File: src/rtl/alu_seq_if.sv
// alu_seq_if: request/response bundle between the control FSM (master)
// and the sequential accumulator ALU (slave).
interface alu_seq_if #(
  parameter int WIDTH = 8
);
  logic             start;
  logic [3:0]       op;
  logic [WIDTH-1:0] ac;
  logic [WIDTH-1:0] r;
  logic             busy;
  logic             done;
  logic [WIDTH-1:0] result;
  logic             flag_z;
  logic             flag_n;
  logic             flag_c;
  logic             flag_v;

  modport master (
    output start, op, ac, r,
    input  busy, done, result, flag_z, flag_n, flag_c, flag_v
  );

  modport slave (
    input  start, op, ac, r,
    output busy, done, result, flag_z, flag_n, flag_c, flag_v
  );
endinterface

File: src/rtl/alu_seq.sv
// alu_seq: registered accumulator ALU with start/busy/done handshake.
// Arithmetic/logic ops finish on the accepting edge; shifts run one bit per
// edge and MUL runs one multiplier bit per edge (LSB first, shift-add).
// The accepting edge already performs the first shift/multiply step, so an
// operation of k steps completes k edges after it was accepted.
module alu_seq #(
  parameter int WIDTH = 8,
  parameter int SHW   = $clog2(WIDTH) + 1
) (
  input  logic      clk,
  input  logic      reset,
  alu_seq_if.slave  bus
);

  localparam logic [3:0] OP_PASS = 4'd0;
  localparam logic [3:0] OP_ADD  = 4'd1;
  localparam logic [3:0] OP_SUB  = 4'd2;
  localparam logic [3:0] OP_INC  = 4'd3;
  localparam logic [3:0] OP_CLR  = 4'd4;
  localparam logic [3:0] OP_AND  = 4'd5;
  localparam logic [3:0] OP_OR   = 4'd6;
  localparam logic [3:0] OP_XOR  = 4'd7;
  localparam logic [3:0] OP_NOT  = 4'd8;
  localparam logic [3:0] OP_ADC  = 4'd9;
  localparam logic [3:0] OP_SHL  = 4'd10;
  localparam logic [3:0] OP_SHR  = 4'd11;
  localparam logic [3:0] OP_ASR  = 4'd12;
  localparam logic [3:0] OP_MUL  = 4'd13;

  typedef enum logic [1:0] {
    ST_IDLE  = 2'd0,
    ST_SHIFT = 2'd1,
    ST_MUL   = 2'd2
  } state_t;

  // One shift step: returns {bit shifted out, shifted value}.
  function automatic logic [WIDTH:0] shift_step(input logic [3:0] sop,
                                                input logic [WIDTH-1:0] v);
    logic [WIDTH:0] o;
    case (sop)
      OP_SHL:  o = {v, 1'b0};
      OP_SHR:  o = {v[0], 1'b0, v[WIDTH-1:1]};
      OP_ASR:  o = {v[0], v[WIDTH-1], v[WIDTH-1:1]};
      default: o = {1'b0, v};
    endcase
    return o;
  endfunction

  // One shift-add step: p = {partial high, remaining multiplier bits}.
  // The add carry is kept by shifting the (WIDTH+1)-bit sum back into p.
  function automatic logic [2*WIDTH-1:0] mul_step(input logic [2*WIDTH-1:0] p,
                                                  input logic [WIDTH-1:0]   mc);
    logic [WIDTH:0] sum;
    if (p[0]) begin
      sum = {1'b0, p[2*WIDTH-1:WIDTH]} + {1'b0, mc};
    end else begin
      sum = {1'b0, p[2*WIDTH-1:WIDTH]};
    end
    return {sum, p[WIDTH-1:1]};
  endfunction

  // Signed overflow of a + b (+cin) producing s.
  function automatic logic add_ovf(input logic a, input logic b, input logic s);
    return (a == b) && (s != a);
  endfunction

  // Signed overflow of a - b producing s.
  function automatic logic sub_ovf(input logic a, input logic b, input logic s);
    return (a != b) && (s != a);
  endfunction

  state_t                 state_r;
  logic [3:0]             op_r;
  logic [SHW-1:0]         cnt_r;
  logic [2*WIDTH-1:0]     acc_r;
  logic [WIDTH-1:0]       mcand_r;
  logic [WIDTH-1:0]       result_r;
  logic                   flag_z_r;
  logic                   flag_n_r;
  logic                   flag_c_r;
  logic                   flag_v_r;
  logic                   busy_r;
  logic                   done_r;

  logic [WIDTH:0]         wide_s;
  logic [WIDTH-1:0]       res_s;
  logic                   c_s;
  logic                   v_s;
  logic [SHW-1:0]         amt_s;
  logic [SHW-1:0]         k_s;
  logic [3:0]             sh_op_s;
  logic [WIDTH-1:0]       sh_src_s;
  logic [WIDTH:0]         sh_out_s;
  logic [WIDTH-1:0]       sh_val_s;
  logic                   sh_c_s;
  logic [2*WIDTH-1:0]     mul_src_s;
  logic [WIDTH-1:0]       mul_mc_s;
  logic [2*WIDTH-1:0]     mul_next_s;

  assign bus.busy   = busy_r;
  assign bus.done   = done_r;
  assign bus.result = result_r;
  assign bus.flag_z = flag_z_r;
  assign bus.flag_n = flag_n_r;
  assign bus.flag_c = flag_c_r;
  assign bus.flag_v = flag_v_r;

  // Single-cycle result, carry and overflow for the incoming request.
  always_comb begin
    wide_s = {(WIDTH+1){1'b0}};
    res_s  = bus.ac;
    c_s    = 1'b0;
    v_s    = 1'b0;
    case (bus.op)
      OP_ADD: begin
        wide_s = {1'b0, bus.ac} + {1'b0, bus.r};
        res_s  = wide_s[WIDTH-1:0];
        c_s    = wide_s[WIDTH];
        v_s    = add_ovf(bus.ac[WIDTH-1], bus.r[WIDTH-1], wide_s[WIDTH-1]);
      end
      OP_SUB: begin
        wide_s = {1'b0, bus.ac} - {1'b0, bus.r};
        res_s  = wide_s[WIDTH-1:0];
        c_s    = wide_s[WIDTH];
        v_s    = sub_ovf(bus.ac[WIDTH-1], bus.r[WIDTH-1], wide_s[WIDTH-1]);
      end
      OP_INC: begin
        wide_s = {1'b0, bus.ac} + (WIDTH+1)'(1);
        res_s  = wide_s[WIDTH-1:0];
        c_s    = wide_s[WIDTH];
        v_s    = add_ovf(bus.ac[WIDTH-1], 1'b0, wide_s[WIDTH-1]);
      end
      OP_ADC: begin
        wide_s = {1'b0, bus.ac} + {1'b0, bus.r} + {{WIDTH{1'b0}}, flag_c_r};
        res_s  = wide_s[WIDTH-1:0];
        c_s    = wide_s[WIDTH];
        v_s    = add_ovf(bus.ac[WIDTH-1], bus.r[WIDTH-1], wide_s[WIDTH-1]);
      end
      OP_CLR:  res_s = {WIDTH{1'b0}};
      OP_AND:  res_s = bus.ac & bus.r;
      OP_OR:   res_s = bus.ac | bus.r;
      OP_XOR:  res_s = bus.ac ^ bus.r;
      OP_NOT:  res_s = ~bus.ac;
      OP_PASS: res_s = bus.ac;
      default: res_s = bus.ac;
    endcase
  end

  // Shift amount (capped at WIDTH) and next shift / multiply step.
  always_comb begin
    amt_s = bus.r[SHW-1:0];
    if (amt_s > SHW'(WIDTH)) begin
      k_s = SHW'(WIDTH);
    end else begin
      k_s = amt_s;
    end
    if (state_r == ST_IDLE) begin
      sh_op_s   = bus.op;
      sh_src_s  = bus.ac;
      mul_src_s = {{WIDTH{1'b0}}, bus.r};
      mul_mc_s  = bus.ac;
    end else begin
      sh_op_s   = op_r;
      sh_src_s  = acc_r[WIDTH-1:0];
      mul_src_s = acc_r;
      mul_mc_s  = mcand_r;
    end
    sh_out_s   = shift_step(sh_op_s, sh_src_s);
    sh_val_s   = sh_out_s[WIDTH-1:0];
    sh_c_s     = sh_out_s[WIDTH];
    mul_next_s = mul_step(mul_src_s, mul_mc_s);
  end

  // Control FSM with registered result, flags and handshake outputs.
  always_ff @(posedge clk or posedge reset) begin
    if (reset) begin
      state_r  <= ST_IDLE;
      op_r     <= OP_PASS;
      cnt_r    <= {SHW{1'b0}};
      acc_r    <= {(2*WIDTH){1'b0}};
      mcand_r  <= {WIDTH{1'b0}};
      result_r <= {WIDTH{1'b0}};
      flag_z_r <= 1'b0;
      flag_n_r <= 1'b0;
      flag_c_r <= 1'b0;
      flag_v_r <= 1'b0;
      busy_r   <= 1'b0;
      done_r   <= 1'b0;
    end else begin
      case (state_r)
        ST_IDLE: begin
          if (bus.start) begin
            case (bus.op)
              OP_SHL, OP_SHR, OP_ASR: begin
                if (k_s == {SHW{1'b0}}) begin
                  result_r <= bus.ac;
                  flag_z_r <= (bus.ac == {WIDTH{1'b0}});
                  flag_n_r <= bus.ac[WIDTH-1];
                  flag_c_r <= 1'b0;
                  flag_v_r <= 1'b0;
                  done_r   <= 1'b1;
                end else if (k_s == SHW'(1)) begin
                  result_r <= sh_val_s;
                  flag_z_r <= (sh_val_s == {WIDTH{1'b0}});
                  flag_n_r <= sh_val_s[WIDTH-1];
                  flag_c_r <= sh_c_s;
                  flag_v_r <= 1'b0;
                  done_r   <= 1'b1;
                end else begin
                  acc_r   <= {{WIDTH{1'b0}}, sh_val_s};
                  op_r    <= bus.op;
                  cnt_r   <= k_s - SHW'(1);
                  busy_r  <= 1'b1;
                  done_r  <= 1'b0;
                  state_r <= ST_SHIFT;
                end
              end
              OP_MUL: begin
                acc_r   <= mul_next_s;
                mcand_r <= bus.ac;
                op_r    <= bus.op;
                cnt_r   <= SHW'(WIDTH - 1);
                busy_r  <= 1'b1;
                done_r  <= 1'b0;
                state_r <= ST_MUL;
              end
              default: begin
                result_r <= res_s;
                flag_z_r <= (res_s == {WIDTH{1'b0}});
                flag_n_r <= res_s[WIDTH-1];
                flag_c_r <= c_s;
                flag_v_r <= v_s;
                done_r   <= 1'b1;
              end
            endcase
          end else begin
            done_r <= 1'b0;
          end
        end
        ST_SHIFT: begin
          acc_r <= {{WIDTH{1'b0}}, sh_val_s};
          cnt_r <= cnt_r - SHW'(1);
          if (cnt_r == SHW'(1)) begin
            result_r <= sh_val_s;
            flag_z_r <= (sh_val_s == {WIDTH{1'b0}});
            flag_n_r <= sh_val_s[WIDTH-1];
            flag_c_r <= sh_c_s;
            flag_v_r <= 1'b0;
            busy_r   <= 1'b0;
            done_r   <= 1'b1;
            state_r  <= ST_IDLE;
          end else begin
            done_r <= 1'b0;
          end
        end
        ST_MUL: begin
          acc_r <= mul_next_s;
          cnt_r <= cnt_r - SHW'(1);
          if (cnt_r == SHW'(1)) begin
            result_r <= mul_next_s[WIDTH-1:0];
            flag_z_r <= (mul_next_s[WIDTH-1:0] == {WIDTH{1'b0}});
            flag_n_r <= mul_next_s[WIDTH-1];
            flag_c_r <= (mul_next_s[2*WIDTH-1:WIDTH] != {WIDTH{1'b0}});
            flag_v_r <= 1'b0;
            busy_r   <= 1'b0;
            done_r   <= 1'b1;
            state_r  <= ST_IDLE;
          end else begin
            done_r <= 1'b0;
          end
        end
        default: begin
          busy_r  <= 1'b0;
          done_r  <= 1'b0;
          state_r <= ST_IDLE;
        end
      endcase
    end
  end

endmodule

File: src/flat_wrapper.sv
// flat-port wrapper written by rule: the top's interface ports become plain ports
module alu_seq_flat 
#(
  parameter int WIDTH = 8,
  parameter int SHW   = $clog2(WIDTH) + 1
)
  (clk, reset, bus_start, bus_op, bus_ac, bus_r, bus_busy, bus_done, bus_result, bus_flag_z, bus_flag_n, bus_flag_c, bus_flag_v);
  alu_seq_if #(.WIDTH(WIDTH)) bus_i ();
  input  logic clk;
  input  logic reset;
  input wire logic [$bits(bus_i.start)-1:0] bus_start;
  input wire logic [$bits(bus_i.op)-1:0] bus_op;
  input wire logic [$bits(bus_i.ac)-1:0] bus_ac;
  input wire logic [$bits(bus_i.r)-1:0] bus_r;
  output wire logic [$bits(bus_i.busy)-1:0] bus_busy;
  output wire logic [$bits(bus_i.done)-1:0] bus_done;
  output wire logic [$bits(bus_i.result)-1:0] bus_result;
  output wire logic [$bits(bus_i.flag_z)-1:0] bus_flag_z;
  output wire logic [$bits(bus_i.flag_n)-1:0] bus_flag_n;
  output wire logic [$bits(bus_i.flag_c)-1:0] bus_flag_c;
  output wire logic [$bits(bus_i.flag_v)-1:0] bus_flag_v;
  assign bus_i.start = bus_start;
  assign bus_i.op = bus_op;
  assign bus_i.ac = bus_ac;
  assign bus_i.r = bus_r;
  assign bus_busy = bus_i.busy;
  assign bus_done = bus_i.done;
  assign bus_result = bus_i.result;
  assign bus_flag_z = bus_i.flag_z;
  assign bus_flag_n = bus_i.flag_n;
  assign bus_flag_c = bus_i.flag_c;
  assign bus_flag_v = bus_i.flag_v;
  alu_seq #(.WIDTH(WIDTH), .SHW(SHW)) u_core (.clk(clk), .reset(reset), .bus(bus_i));
endmodule
File: config.mk
export PLATFORM = sky130hd
export DESIGN_NAME = alu_seq_flat
export DESIGN_NICKNAME = d
export VERILOG_FILES = /design/src/rtl/alu_seq_if.sv /design/src/rtl/alu_seq.sv /design/src/flat_wrapper.sv
export SDC_FILE = /design/constraint.sdc
export NUM_CORES = 1
export LEC_CHECK = 0
export CAP_MARGIN = 0
export CORE_MARGIN = 2
export CORE_UTILIZATION = 66
export DETAILED_ROUTE_END_ITERATION = 16
export GPL_ROUTABILITY_DRIVEN = 0
export PLACE_DENSITY = 0.86
export SETUP_SLACK_MARGIN = 0.5
export SYNTH_ARGS = -nofsm -noshare
export SYNTH_HDL_FRONTEND = slang
export SYNTH_SLANG_ARGS = --single-unit
File: constraint.sdc
create_clock -name clk -period 10.16 [get_ports clk]
set_clock_uncertainty 0.05 [all_clocks]
set_input_delay 1.016 -clock clk [delete_from_list [all_inputs] [get_ports clk]]
set_output_delay 1.016 -clock clk [all_outputs]
set_load 0.005 [all_outputs]
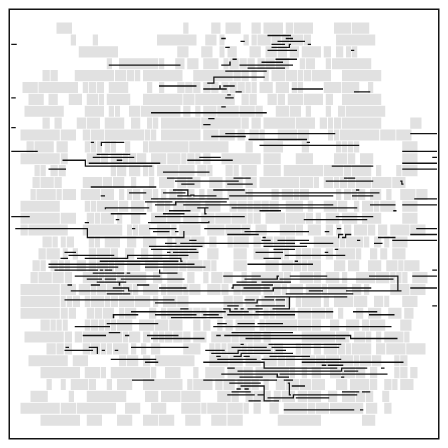
(images/m3.png)
Cells faint in the background.
The longest straight run is 40.5 microns. The layer holds 12% of the routed length. The layer carries 2,160 microns of wire. 174 nets have wire on it.
Post-Route WL: 18,100 microns
vias after detailed routing: 6,175
M3 GR Usage: 0.0694

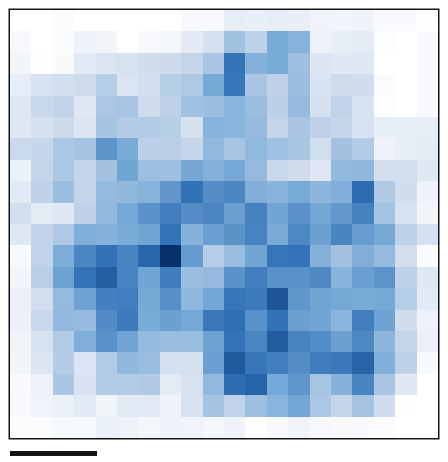
(images/route_heat.png)
Scale bar: 20 microns. The die is cut into 20 by 20 equal tiles; white is low, dark blue is high, scaled to the fullest tile. Values are wire area over tile area, all layers added.
The emptiest ninth of the die: top right. The mean over all tiles is 0.33. The densest ninth of the die: middle. 6.8% of the tiles are nearly empty. The fullest tile reaches 1.0. 27% of the tiles are over half the peak.
Total GRT Usage: 0.375
Routed wire per std cell: 21.0 microns

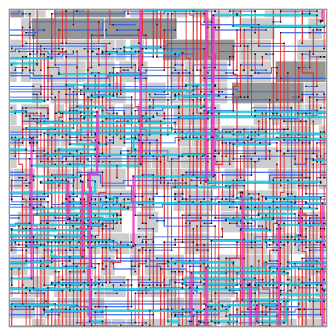
(images/closeup.png)
Region (29, 29) to (69, 69) microns. Cells in gray, sequential cells in the stronger gray; small squares are vias.
Key: M2 = red; M4 = magenta; M1 = blue; M3 = cyan
Sequential cells in the window: 5. Most frequent: nand2_1 (14), mux2i_1 (13), nor2_1 (13). 154 logic cells have their middle in the window. Netlist names of flops here include u_core.op_r (3), u_core.mcand_r (2).

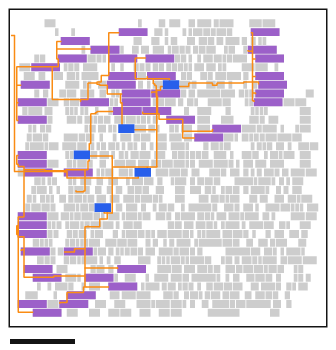
(images/clock_wires.png)
Scale bar: 20 microns.
Key: flip-flops = purple [count 47]; clock wires = orange [length 660 microns]; clock-net drivers = blue [count 5]
Position of the flops: spread over the die. There are 6 routed clock nets.
Clk power: 0.000115 W
clk_lat worst skew: 0.31 ns
clock share of power: 0.076

==> flow_metrics.env <==
# yosys + openroad results
export IMPL_max_freq_mhz=212
export IMPL_cap_violations=0
export IMPL_num_fill_cells=691
export IMPL_hpwlAfterDp_microns=13400
export IMPL_cts_sinks=47
export IMPL_crit_slowest_cell="clkdlybuf4s50_1"
export IMPL_adder_share=0.107
export IMPL_worst_hold_startpoint="u_core.acc_r[14]$_DFFE_PP0P_"
export IMPL_rsz0062_at_grt="no"
export IMPL_antenna_found_initial=0
export IMPL_leakage_nw=2.60
export IMPL_holdPathStages=2
export IMPL_crit_buf_inv=1
export IMPL_routed_top_layer="met4"
export IMPL_grt_max_degree=51
export IMPL_cts_tree="built"
export IMPL_path_cells="clkdlybuf4s50_1, nor2b_1, o21ai_2, a211oi_1, or2_2, nand3_1, nand2_1, o311ai_0, o21ai_0"
export IMPL_worstSetupEndpoint="u_core.cnt_r[0]$_DFFE_PP0P_"
export IMPL_post_synth_cell_area_avg_sq_um=7.69
export IMPL_vias_per_cell=7.15
export IMPL_startpoint_type="input pin"
export IMPL_period_needed_ns=4.71
export IMPL_comb_cells=619
export IMPL_outcome="finished clean"
==> cells in the mapped netlist, drive strengths merged (4+ instances only) <==
cell,n
nor2,76
nand2,75
a21oi,60
o21ai,60
dfrtp,47
ha,45
inv,42
buf,24
clkbuf,24
mux2i,22
nor2b,21
nand3,19
nor3,18
a31oi,16
xnor2,16
a211oi,11
mux2,11
nand2b,11
a211o,8
and3,8
o31ai,8
and2,7
nand4,7
o211ai,7
o221ai,7
a21o,6
o21a,6
a221oi,5
a32oi,5
or4b,5
xor2,5
a221o,4
o311a,4
or2,4
==> flip-flops by register name, indices dropped and copies added, names as in the netlist <==
register	count
u_core.acc_r	16
u_core.bus.busy	1
u_core.bus.done	1
u_core.bus.flag_c	1
u_core.bus.flag_v	1
u_core.bus.flag_z	1
u_core.bus.result	8
u_core.cnt_r	4
u_core.mcand_r	8
u_core.op_r	4
u_core.state_r	2
==> cell families (layout without fill, tap and decap cells) <==
| kind of cell | count (synthesis) | after routing |
|---|---|---|
| and+or+nand+nor | 273 | 273 |
| DFF | 47 | 47 |
| xor gates and xnor gates | 21 | 21 |
| buffers and inverters | 92 | 90 |
| adders and majority gates | 48 | 48 |
| muxes | 33 | 33 |
| AOI/OAI and AO/OA | 244 | 244 |
==> through the flow <==
stage | std cells | setup WS [ns] | instance area [sq um] | util | hold slack (ns)
floorplan | 758 | 5.74 | 5830 | - | 0.389
detailed placement | 857 | 5.24 | 6100 | 0.707 | 0.422
finish | 864 | 5.45 | 6190 | 0.716 | 0.433
CTS | 864 | 5.52 | 6190 | 0.716 | 0.444
global placement | 857 | 5.41 | 6100 | 0.707 | 0.409
global route | 864 | 5.14 | 6190 | 0.716 | 0.459
==> tightest hold or removal path: cells and delay by family, from the launching register on <==
kind            cells  cell delay [ns]
simple gates        1             0.05
compound gates      1             0.06
flops               1             0.35
Power figures rest on the tool's default switching activity, not on a simulated workload.
